$ cat src/rtl/strip_result_drain_pkg.sv
// strip_result_drain_pkg: shared widths, FSM encoding, beat layout and requantisation for the strip result drain.
package strip_result_drain_pkg;
    localparam int RES_W  = 23;
    localparam int PIX_W  = 8;
    localparam int ADDR_W = 13;
    localparam int ROW_W  = 10;
    localparam int COL_W  = 8;

    localparam logic [2:0] ST_IDLE   = 3'd0;
    localparam logic [2:0] ST_WAIT   = 3'd1;
    localparam logic [2:0] ST_DRAIN  = 3'd2;
    localparam logic [2:0] ST_FLUSH  = 3'd3;
    localparam logic [2:0] ST_NEXT   = 3'd4;
    localparam logic [2:0] ST_FINISH = 3'd5;

    typedef struct packed {
        logic signed [PIX_W-1:0] pixel;
        logic [ROW_W-1:0]        row;
        logic [COL_W-1:0]        col;
    } beat_t;

    // Round-half-up shift at one extra bit of headroom, optional ReLU, then saturate to the pixel range.
    function automatic logic signed [PIX_W-1:0] requant(input logic signed [RES_W-1:0] sum,
                                                        input logic [3:0] shift, input logic relu);
        logic [RES_W:0] rnd;
        logic signed [RES_W:0] t;
        logic signed [RES_W:0] v;
        rnd = (shift == 4'd0) ? '0 : ((RES_W+1)'(1) << (shift - 4'd1));
        t = {sum[RES_W-1], sum} + $signed(rnd);
        v = t >>> shift;
        if (relu && v[RES_W]) v = '0;
        requant = (&v[RES_W:PIX_W-1] || ~|v[RES_W:PIX_W-1]) ? v[PIX_W-1:0]
                : (v[RES_W] ? {1'b1, {(PIX_W-1){1'b0}}} : {1'b0, {(PIX_W-1){1'b1}}});
    endfunction
endpackage

$ cat src/rtl/strip_result_drain_if.sv
// strip_result_drain_if: valid/ready pixel stream leaving the drain.
interface strip_result_drain_if;
    import strip_result_drain_pkg::*;
    logic                    out_valid;
    logic                    out_ready;
    logic signed [PIX_W-1:0] out_pixel;
    logic [ROW_W-1:0]        out_row;
    logic [COL_W-1:0]        out_col;

    modport master (output out_valid, out_pixel, out_row, out_col, input out_ready);
    modport slave  (input out_valid, out_pixel, out_row, out_col, output out_ready);
endinterface

$ cat src/rtl/strip_result_drain_fifo.sv
// drain_fifo: synchronous show-ahead FIFO with occupancy count and synchronous reset.
module drain_fifo #(
    parameter int W     = 8,
    parameter int DEPTH = 4
) (
    input  logic                         clk,
    input  logic                         reset,
    input  logic                         i_push,
    input  logic [W-1:0]                 i_data,
    input  logic                         i_pop,
    output logic [W-1:0]                 o_data,
    output logic                         o_empty,
    output logic [$clog2(DEPTH+1)-1:0]   o_count
);
    localparam int AW = (DEPTH > 1) ? $clog2(DEPTH) : 1;
    localparam int CW = $clog2(DEPTH + 1);

    logic [W-1:0]  r_mem [DEPTH];
    logic [AW-1:0] r_wr, r_rd;
    logic [CW-1:0] r_cnt;

    always_ff @(posedge clk) begin
        if (reset) begin
            r_wr  <= '0;
            r_rd  <= '0;
            r_cnt <= '0;
            for (int i = 0; i < DEPTH; i++) r_mem[i] <= '0;
        end else begin
            if (i_push) begin
                r_mem[r_wr] <= i_data;
                r_wr <= (r_wr == AW'(DEPTH - 1)) ? '0 : r_wr + AW'(1);
            end
            if (i_pop) r_rd <= (r_rd == AW'(DEPTH - 1)) ? '0 : r_rd + AW'(1);
            r_cnt <= r_cnt + CW'(i_push) - CW'(i_pop);
        end
    end

    assign o_data  = r_mem[r_rd];
    assign o_empty = (r_cnt == '0);
    assign o_count = r_cnt;
endmodule

$ cat src/rtl/strip_result_drain.sv
// strip_result_drain: waits on each strip's done, reads its result BRAM under credit flow control,
// requantises and streams pixels in raster order, then pulses frame_done.
module strip_result_drain
    import strip_result_drain_pkg::*;
#(
    parameter int NUM_STRIPS = 3,
    parameter int OUT_COLS   = 222,
    parameter int OUT_ROWS   = 28,
    parameter int RD_LATENCY = 2,
    parameter int SHIFT      = 6,
    parameter int RELU       = 1
) (
    input  logic                        clk,
    input  logic                        reset,
    input  logic                        i_start,
    input  logic [NUM_STRIPS-1:0]       i_strip_done,
    input  logic [NUM_STRIPS*RES_W-1:0] i_strip_data,
    output logic [ADDR_W-1:0]           o_strip_addr,
    output logic                        o_busy,
    output logic                        o_frame_done,
    strip_result_drain_if.master        out_if
);
    localparam int DEPTH = RD_LATENCY + 2;
    localparam int NPIX  = OUT_COLS * OUT_ROWS;
    localparam int CW    = $clog2(DEPTH + 1);
    localparam int SW    = (NUM_STRIPS > 1) ? $clog2(NUM_STRIPS) : 1;
    localparam int NP    = 1 << SW;

    logic [2:0]              r_state;
    logic [SW-1:0]           r_strip;
    logic [ADDR_W-1:0]       r_addr;
    logic [ROW_W-1:0]        r_row;
    logic [COL_W-1:0]        r_col;
    logic [RD_LATENCY-1:0]   r_vld;
    logic [ROW_W-1:0]        r_tag_row [RD_LATENCY];
    logic [COL_W-1:0]        r_tag_col [RD_LATENCY];
    logic                    r_busy, r_done;
    logic [CW-1:0]           w_count, w_inflight, w_credits;
    logic [NP-1:0]           w_done;
    logic                    w_issue, w_pop, w_empty;
    logic signed [RES_W-1:0] w_sum;
    beat_t                   w_beat, w_head;

    always_comb begin
        w_inflight = '0;
        for (int i = 0; i < RD_LATENCY; i++) w_inflight = w_inflight + CW'(r_vld[i]);
    end

    // Credits cover reads still in the BRAM pipe as well as beats parked in the FIFO.
    assign w_credits = CW'(DEPTH) - w_inflight - w_count;
    assign w_done    = NP'(i_strip_done);
    assign w_issue   = (r_state == ST_DRAIN) && (w_credits != '0);
    assign w_pop     = out_if.out_valid && out_if.out_ready;
    assign w_sum     = i_strip_data[int'(r_strip) * RES_W +: RES_W];
    assign w_beat    = {requant(w_sum, 4'(SHIFT), 1'(RELU)), r_tag_row[RD_LATENCY-1], r_tag_col[RD_LATENCY-1]};

    always_ff @(posedge clk) begin
        if (reset) begin
            r_state <= ST_IDLE;
            r_strip <= '0;
            r_addr  <= '0;
            r_row   <= '0;
            r_col   <= '0;
            r_vld   <= '0;
            r_busy  <= 1'b0;
            r_done  <= 1'b0;
        end else begin
            r_done   <= 1'b0;
            r_vld[0] <= w_issue;
            for (int i = 1; i < RD_LATENCY; i++) r_vld[i] <= r_vld[i-1];
            case (r_state)
                ST_IDLE: if (i_start) begin
                    r_state <= ST_WAIT;
                    r_busy  <= 1'b1;
                    r_strip <= '0;
                    r_row   <= '0;
                end
                ST_WAIT: if (w_done[r_strip]) r_state <= ST_DRAIN;
                ST_DRAIN: if (w_issue) begin
                    r_addr <= r_addr + ADDR_W'(1);
                    r_col  <= (r_col == COL_W'(OUT_COLS - 1)) ? '0 : r_col + COL_W'(1);
                    r_row  <= (r_col == COL_W'(OUT_COLS - 1)) ? r_row + ROW_W'(1) : r_row;
                    if (r_addr == ADDR_W'(NPIX - 1)) r_state <= ST_FLUSH;
                end
                ST_FLUSH: if (r_vld == '0) r_state <= ST_NEXT;
                ST_NEXT: begin
                    r_addr  <= '0;
                    r_col   <= '0;
                    r_state <= (r_strip == SW'(NUM_STRIPS - 1)) ? ST_FINISH : ST_WAIT;
                    r_strip <= (r_strip == SW'(NUM_STRIPS - 1)) ? r_strip : r_strip + SW'(1);
                end
                ST_FINISH: if (w_count == '0) begin
                    r_done  <= 1'b1;
                    r_busy  <= 1'b0;
                    r_state <= ST_IDLE;
                end
                default: r_state <= ST_IDLE;
            endcase
        end
    end

    // Row/column tags ride alongside the read-valid pipe so each landing word knows its position.
    always_ff @(posedge clk) begin
        r_tag_row[0] <= r_row;
        r_tag_col[0] <= r_col;
        for (int i = 1; i < RD_LATENCY; i++) begin
            r_tag_row[i] <= r_tag_row[i-1];
            r_tag_col[i] <= r_tag_col[i-1];
        end
    end

    drain_fifo #(.W($bits(beat_t)), .DEPTH(DEPTH)) u_fifo (
        .clk     (clk),
        .reset   (reset),
        .i_push  (r_vld[RD_LATENCY-1]),
        .i_data  (w_beat),
        .i_pop   (w_pop),
        .o_data  (w_head),
        .o_empty (w_empty),
        .o_count (w_count)
    );

    assign out_if.out_valid = !w_empty;
    assign out_if.out_pixel = w_head.pixel;
    assign out_if.out_row   = w_head.row;
    assign out_if.out_col   = w_head.col;
    assign o_strip_addr     = r_addr;
    assign o_busy           = r_busy;
    assign o_frame_done     = r_done;
endmodule

$ cat src/flat_wrapper.sv
// flat-port wrapper written by rule: the top's interface ports become plain ports
module strip_result_drain_flat import strip_result_drain_pkg::*;
#(
    parameter int NUM_STRIPS = 3,
    parameter int OUT_COLS   = 222,
    parameter int OUT_ROWS   = 28,
    parameter int RD_LATENCY = 2,
    parameter int SHIFT      = 6,
    parameter int RELU       = 1
)
  (clk, reset, i_start, i_strip_done, i_strip_data, o_strip_addr, o_busy, o_frame_done, out_if_out_valid, out_if_out_pixel, out_if_out_row, out_if_out_col, out_if_out_ready);
  strip_result_drain_if out_if_i ();
  input  logic clk;
  input  logic reset;
  input  logic i_start;
  input  logic [NUM_STRIPS-1:0] i_strip_done;
  input  logic [NUM_STRIPS*RES_W-1:0] i_strip_data;
  output logic [ADDR_W-1:0] o_strip_addr;
  output logic o_busy;
  output logic o_frame_done;
  output wire logic [$bits(out_if_i.out_valid)-1:0] out_if_out_valid;
  output wire logic [$bits(out_if_i.out_pixel)-1:0] out_if_out_pixel;
  output wire logic [$bits(out_if_i.out_row)-1:0] out_if_out_row;
  output wire logic [$bits(out_if_i.out_col)-1:0] out_if_out_col;
  input wire logic [$bits(out_if_i.out_ready)-1:0] out_if_out_ready;
  assign out_if_out_valid = out_if_i.out_valid;
  assign out_if_out_pixel = out_if_i.out_pixel;
  assign out_if_out_row = out_if_i.out_row;
  assign out_if_out_col = out_if_i.out_col;
  assign out_if_i.out_ready = out_if_out_ready;
  strip_result_drain #(.NUM_STRIPS(NUM_STRIPS), .OUT_COLS(OUT_COLS), .OUT_ROWS(OUT_ROWS), .RD_LATENCY(RD_LATENCY), .SHIFT(SHIFT), .RELU(RELU)) u_core (.clk(clk), .reset(reset), .i_start(i_start), .i_strip_done(i_strip_done), .i_strip_data(i_strip_data), .o_strip_addr(o_strip_addr), .o_busy(o_busy), .o_frame_done(o_frame_done), .out_if(out_if_i));
endmodule
$ cat config.mk
export PLATFORM = sky130hd
export DESIGN_NAME = strip_result_drain_flat
export DESIGN_NICKNAME = d
export VERILOG_FILES = /design/src/rtl/strip_result_drain_pkg.sv /design/src/rtl/strip_result_drain_if.sv /design/src/rtl/strip_result_drain_fifo.sv /design/src/rtl/strip_result_drain.sv /design/src/flat_wrapper.sv
export SDC_FILE = /design/constraint.sdc
export NUM_CORES = 1
export LEC_CHECK = 0
export CORE_MARGIN = 8
export CORE_UTILIZATION = 49
export CTS_BUF_LIST = sky130_fd_sc_hd__clkbuf_16
export CTS_CLUSTER_SIZE = 12
export DETAILED_ROUTE_END_ITERATION = 16
export GPL_ROUTABILITY_DRIVEN = 1
export GPL_TIMING_DRIVEN = 0
export HOLD_SLACK_MARGIN = 0.08
export PLACE_DENSITY = 0.77
export SETUP_SLACK_MARGIN = 0.05
export SLEW_MARGIN = 20
export SYNTH_ARGS = -nofsm -noshare
export SYNTH_HDL_FRONTEND = slang
export SYNTH_SLANG_ARGS = --single-unit
$ cat constraint.sdc
create_clock -name clk -period 2.9 [get_ports clk]
set_input_delay 0.725 -clock clk [delete_from_list [all_inputs] [get_ports clk]]
set_output_delay 0.725 -clock clk [all_outputs]
set_load 0.02 [all_outputs]
Fig. 1: met1 routing
Cells faint in the background.
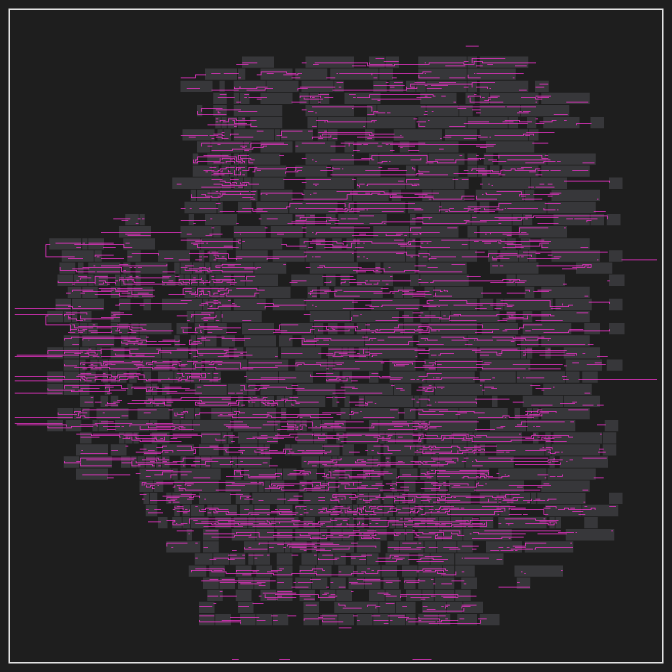
main direction: horizontal
longest straight run: 35.0 um
wire length on this layer: 7960 um

Fig. 2: met2 routing
The bar under the picture is 50 um long.
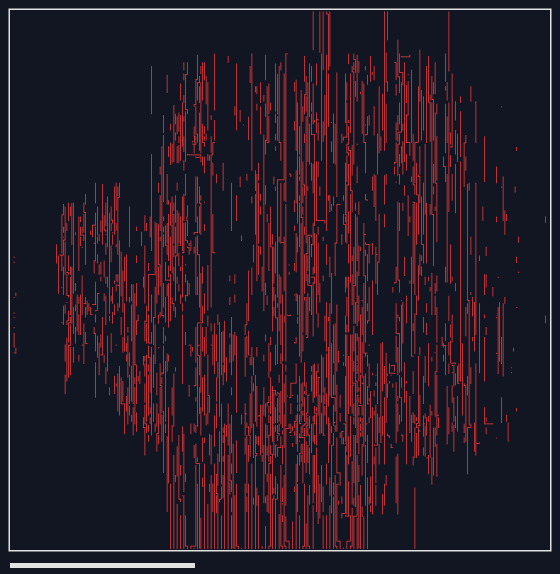
share of all routed wire: 52%
nets with wire on the layer: 808
longest straight run: 59.5 um
wire length on this layer: 10200 um

Fig. 3: met3 routing
The bar under the picture is 50 um long.
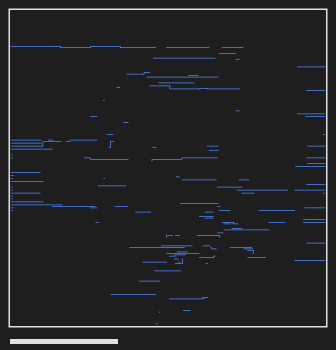
wire length on this layer: 1080 um
nets with wire on the layer: 91
main direction: horizontal

Fig. 4: the metal 4 layer
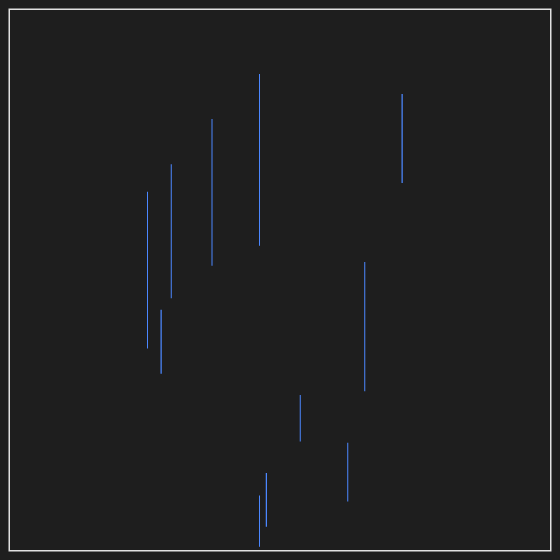
main direction: vertical
longest straight run: 46.2 um
wire length on this layer: 295 um
share of all routed wire: 1.5%
nets with wire on the layer: 8

[worst register-to-register path, stage by stage, from the launching register on]
cell and delay [ps]:
dfxtp_2 380, buf_6 190, buf_6 190, mux2i_1 240, nor2_1 70, a21oi_2 290, nor4_4 80, a21boi_0 460
o21ai_0 330, nor3_4 250, nor2_1 80
[stage by stage]
| stage | utilization, % | total power [mW] | setup slack, ps | TNS (ps) |
|---|---|---|---|---|
| after global routing | 65.5 | 6.96 | -62.9 | -201 |
| final | 65.5 | 6.72 | 78.5 | 0 |
| after detailed placement | 58.1 | 4.29 | -723 | -64750 |
| after floorplan | - | 3.81 | 150 | 0 |
| after global placement | 58.1 | 4.26 | -679 | -61340 |
| after CTS | 63.2 | 6.67 | 51.3 | 0 |
[cell usage after synthesis, drive strengths merged (17+ instances only)]
| library cell | count |
|---|---|
| dfxtp | 85 |
| and2 | 74 |
| mux4 | 26 |
| inv | 20 |
| nor2 | 58 |
| edfxtp | 104 |
| clkbuf | 21 |
| o21ai | 17 |
| mux2i | 19 |
| a21oi | 26 |
| nor3 | 19 |
| nand2 | 36 |
[state kept, by name, indices dropped and copies added (netlist names), 3 cells and up, named ones only]
signal	count
u_core.r_state	3
u_core.r_row	10
u_core.r_tag_col	16
u_core.u_fifo.o_count	3
u_core.u_fifo.r_mem	104
u_core.r_col	8
u_core.r_tag_row	20
u_core.o_strip_addr	13
[report_power, final]
part           internal, mW  total [mW]  leakage [nW]  switching [mW]
sequential             2.93        3.03          1.76          0.0967
combinational         0.616        1.28          1.99           0.660
clock                  1.43        2.42         0.317           0.990
[what timing repair did]
| action | in CTS | in global routing |
|---|---|---|
| setup buffers | 10 | 20 |
| gates cloned | 0 | 1 |
| setup endpoints to repair | 126 | 67 |
| resized | 68 | 58 |
| pin swaps | 12 | 26 |
==> qor.txt <==
Post-synth seq share = 58.0%
Setup crit start = i_strip_data[59]
Fraction of area in multi-input gates = 33.2%
Drt wl/cell = 18.4 um
Critical path, cell by cell = clkdlybuf4s50_1 -> mux2i_1 -> o2bb2ai_2 -> nand4_1 -> buf_4 -> nor4_4 -> a21boi_0 -> o21ai_0 -> nor3_4 -> nor2_1
Bufs w/o clock = 160
CP Data Required Time = 3180 ps
Static Leak = 4.08 nW
Insertion delay to the later sink of the worst-skew pair = 440 ps
Gate Count Post-Synth = 680
Clock Tree Root = clkbuf_16
Reg2reg path depth = 10
First-pass GRT wire length = 30400 um
Starting density of the core = 50.2%
Worst reg2reg endpoint = u_core.u_fifo.r_mem[0][22]
Fillers = 1177
Async set or reset register ratio after synthesis = 0%
Buffer share of cell area = 13.2%
Worst slew margin = 47.0%
DR WL met3 = 1080 um
Most used flip-flop cell = edfxtp_1
DR vias/cell = 5.51
EDFF count, synth = 104
Outcome = finished, final reports clean
Mux cell area share = 9.64%
Hold_buf cts = 0
PD cells = 619 nW/um^2
RSZ-0062 raised after global routing = true
Worst hold slack = 326 ps
Post-synth cell types = 61
Most frequent logic cells in the routed design = edfxtp_1 (104), dfxtp_1 (80), and2_1 (73), clkdlybuf4s50_1 (73), nor2_1 (55)
Met3 Use GR = 4.64%
Final Net Count = 924
R2R setup slack = 90 ps
Hold depth = 0
Worst setup path end = u_core.u_fifo.r_mem[0][22]
Met1 WL = 7960 um
Flip-flops = 189
Total wire length = 19500 um
Worst Path Buf+Inv = 2
Critical Path Fanout Max = 4
TAP cells = 220
Initial antenna violation count = 0
Comb area leader = simple AND/OR/NAND/NOR gates
M2 GR Usage = 32.5%
Logic area = 3610 um^2
Total grt overflow = 0
Routability cong. = 0.838
Largest cell class by area = flip-flops and latches
GR met1 Demand/Resource = 19.8%
Num CTS Buffers = 17
Non-clock inverter count in the final layout = 20
H-tree levels = 4
RR Startpoint = u_core.r_strip[1]
Die height = 146 um
AND-OR/OR-AND Cells, Area Fraction = 7.98%
Layer with the highest usage = met2
Comb gates = 444
Drt pass-1 iters = 5
Clock network area share = 5.82%
Power and IR drop assume default switching activity.
